sizes.png
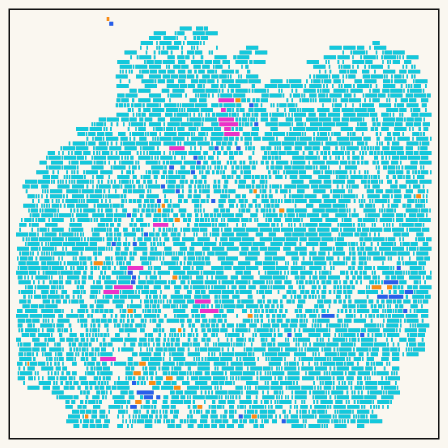
placement.png
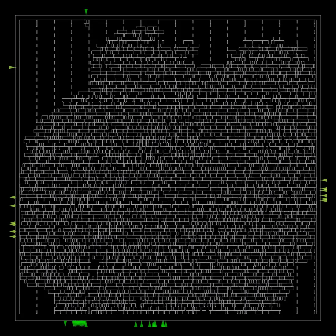
--- config.mk ---
export PLATFORM = sky130hd
export DESIGN_NAME = rlc_filter
export DESIGN_NICKNAME = d
export VERILOG_FILES = /design/src/rtl/rlc_filter.sv
export SDC_FILE = /design/constraint.sdc
export NUM_CORES = 2
export LEC_CHECK = 0
export CORE_MARGIN = 3
export CORE_UTILIZATION = 60
export DETAILED_ROUTE_END_ITERATION = 10
export PLACE_DENSITY = 0.77
export SLEW_MARGIN = 25
export SYNTH_ARGS = -nofsm -noshare
export SYNTH_HDL_FRONTEND = slang
export SYNTH_SLANG_ARGS = --single-unit
--- constraint.sdc ---
create_clock -name emu_clk -period 29.4 [get_ports emu_clk]
set_clock_uncertainty 0.15 [all_clocks]
set_input_delay 4.41 -clock emu_clk [delete_from_list [all_inputs] [get_ports emu_clk]]
set_output_delay 4.41 -clock emu_clk [all_outputs]
set_load 0.1 [all_outputs]
--- src/rtl/rlc_filter.sv ---
// rlc_filter: series RLC low-pass emulation (v_out = capacitor voltage), one symplectic Euler step per emu_clk.
// Define RLC_STATE_SAT_EN to clamp state and output on overflow instead of wrapping.
module rlc_filter #(
  parameter int IN_WIDTH    = 16,
  parameter int IN_EXP      = -14,
  parameter int OUT_WIDTH   = 18,
  parameter int OUT_EXP     = -10,
  parameter int STATE_WIDTH = 32,
  parameter int STATE_EXP   = -24,
  parameter int COEF_FRAC   = 20,
  parameter int K_L         = 10486,
  parameter int K_R         = 5243,
  parameter int K_C         = 10486
) (
  input  logic                        emu_clk,
  input  logic                        emu_rst,
  input  logic signed [IN_WIDTH-1:0]  v_in,
  output logic signed [OUT_WIDTH-1:0] v_out
);
  localparam int P   = STATE_WIDTH + COEF_FRAC + 2;
  localparam int SH  = IN_EXP - STATE_EXP;
  localparam int OSH = OUT_EXP - STATE_EXP;
  localparam logic signed [P-1:0] KL = P'(K_L);
  localparam logic signed [P-1:0] KR = P'(K_R);
  localparam logic signed [P-1:0] KC = P'(K_C);
`ifdef RLC_STATE_SAT_EN
  localparam logic signed [P-1:0] S_MAX = P'({1'b0, {(STATE_WIDTH-1){1'b1}}});
  localparam logic signed [P-1:0] S_MIN = ~S_MAX;
  localparam logic signed [P-1:0] O_MAX = P'({1'b0, {(OUT_WIDTH-1){1'b1}}});
  localparam logic signed [P-1:0] O_MIN = ~O_MAX;
  function automatic logic signed [STATE_WIDTH-1:0] fit_s(input logic signed [P-1:0] x);
    return STATE_WIDTH'(x > S_MAX ? S_MAX : x < S_MIN ? S_MIN : x);
  endfunction
  function automatic logic signed [OUT_WIDTH-1:0] fit_o(input logic signed [P-1:0] x);
    return OUT_WIDTH'(x > O_MAX ? O_MAX : x < O_MIN ? O_MIN : x);
  endfunction
`else
  function automatic logic signed [STATE_WIDTH-1:0] fit_s(input logic signed [P-1:0] x);
    return STATE_WIDTH'(x);
  endfunction
  function automatic logic signed [OUT_WIDTH-1:0] fit_o(input logic signed [P-1:0] x);
    return OUT_WIDTH'(x);
  endfunction
`endif
  logic signed [STATE_WIDTH-1:0] i_l_q, i_l_d, v_c_q, v_c_d;
  logic signed [OUT_WIDTH-1:0]   v_out_q, v_out_d;
  logic signed [P-1:0]           u, i_sum, v_c_sum;
  // capacitor update uses the freshly computed current (semi-implicit step)
  always_comb begin
    u = P'(v_in) <<< SH;
    i_sum = P'(i_l_q) + ((KL * (u - P'(v_c_q)) - KR * P'(i_l_q)) >>> COEF_FRAC);
    i_l_d = fit_s(i_sum);
    v_c_sum = P'(v_c_q) + ((KC * P'(i_l_d)) >>> COEF_FRAC);
    v_c_d = fit_s(v_c_sum);
    v_out_d = fit_o(P'(v_c_d) >>> OSH);
  end
  always_ff @(posedge emu_clk) begin
    if (emu_rst) begin
      i_l_q <= '0;
      v_c_q <= '0;
      v_out_q <= '0;
    end else begin
      i_l_q <= i_l_d;
      v_c_q <= v_c_d;
      v_out_q <= v_out_d;
    end
  end
  assign v_out = v_out_q;
endmodule

==> results.py <==
# Flow results
metrics = {
    "final_layout": {
        "sh_comb_area_pct": 78.5,
        "largest_reg_flops": 32,
        "lay_top_count": "inv_1",
        "drive_above_1_share_pct": 1.97,
        "logic_gate_count": 2475,
        "largestClassByArea": "logic gates",
        "logic_area_um2": 27800,
        "most-common-layout-cells": "inv_1, ha_1, fa_1",
        "final-clk-cell-share_pct": 0.998,
        "register_area_um2": 1280,
        "sh_seq_area_pct": 3.63,
        "clkbuf_count": 9,
        "buf_share_pct": 1.53,
        "fill_cells": 4642,
    },
    "logic_synthesis": {
        "ys.flop_type": "dfxtp_1",
        "common_cells": "inv_1, ha_1, fa_1",
        "yosysTopAreaCellShare_pct": 35.7,
        "synth-edff-count": 0,
        "syn_avg_cell_area_um2": 8.94,
        "ys_ff": 64,
        "yosys_area_um2": 33700,
        "ys_sh_aoi_pct": 10.3,
        "simple_gate_share_pct": 7.10,
        "yosysCellCount": 3771,
        "yosysUniqueCellTypes": 79,
        "syn-instance-count": 3771,
        "synth.area.top_cells": "fa_1, ha_1, inv_1, xnor2_1, dfxtp_1",
        "mux_share_pct": 0.338,
        "yosys.area.top_type": "fa_1",
        "yosysWarningCount": 0,
        "ys_sh_xor_pct": 6.19,
        "synthMostInstantiatedCell": "inv_1",
        "synthesis.area_um2": 33700,
        "ys_sh_adder_pct": 58.4,
    },
    "worst_setup_path": {
        "timing.rr.start": "v_c_q[0]",
        "path_delay_family": "adder cells",
        "path_class": "input port to register",
        "cp.required_ns": 29.47,
        "cp_slowest_stage_delay_ns": 0.59,
        "startpoint_type": "input port",
        "r2r_setup_slack_ns": 6.81,
        "worstPathArrival_ns": 26.35,
        "worst-path-max-fanout": 7,
        "startpoint": "v_in[0]",
        "crit_top_cell": "fa_1",
        "worst-path-buf-inv": 11,
        "critPathCapture": "v_out[17]",
    },
    "final_timing": {
        "finalClockPeriodUsage_pct": 89.4,
        "worst_pin_slew_ns": 1.16,
        "setup_violations": 0,
        "tns_ns": 0,
        "rsz0062_at_grt": "false",
        "hold_ws_ns": 0.567,
        "drv_slew": 0,
    },
    "placed_design": {
        "pre_cts_ws_ns": 2.82,
        "placed_area_um2": 35000,
        "port_buffers": 35,
    },
    "grt": {
        "grtUsageMet2_pct": 46.4,
        "use_met3_pct": 2.43,
        "grt_max_degree": 65,
        "grt_pass1_wl_um": 129000,
        "grtUsageMet1_pct": 36.9,
        "grt_pass1_vias": 25858,
        "gr-total-overflow": 0,
        "grt_antenna_before_repair": 0,
        "grt_usage_pct": 27.0,
    },
    "worst_hold_path": {
        "hold_path.class": "register to register",
        "whs_endpoint": "v_out[17]",
        "hp-start": "v_out[17]",
    },
    "die": {
        "die_w_um": 243,
        "ios": 36,
        "fp-utilization_pct": 61.0,
        "coreArea_um2": 55300,
        "die_y_um": 243,
        "die_area_um2": 59100,
    },
    "outcome": {
        "status": "finished clean",
    },
    "detailed_routing": {
        "drt_iter0_drc": 1484,
        "dr_wl_met2_um": 37600,
        "wl_met1_um": 33200,
        "post_drt_wl_per_cell_um": 16.9,
        "ant_nets": 0,
        "drt-pass1-iter-count": 5,
        "viasPerCell": 5.38,
        "wl_met3_um": 3870,
        "via_count": 24515,
    },
    "clock_network": {
        "ctsResizeCount": 0,
        "postCtsSetupBuffers": 0,
        "cts.hold.buffers_added": 0,
        "cts_root_buf": "clkbuf_16",
        "clockBufferDepth": 2,
        "clk_latency_ns": 0.35,
    },
}
Back to the opening pictures, sizes.png:
size	color	cells
_3 and _4 cells	blue	36
_2 cells	orange	25
_0 and _1 cells	cyan	3732
_6 and larger	magenta	14
P&R area growth vs syn: 4.79%
cell area after layout: 35300 µm²
worst setup margin: 3.11 ns
bufs w/o clock: 61

Back to the opening pictures, placement.png:
fin cells: 4555
tap cell count: 748
row count: 86
Final Core Density: 63.9%

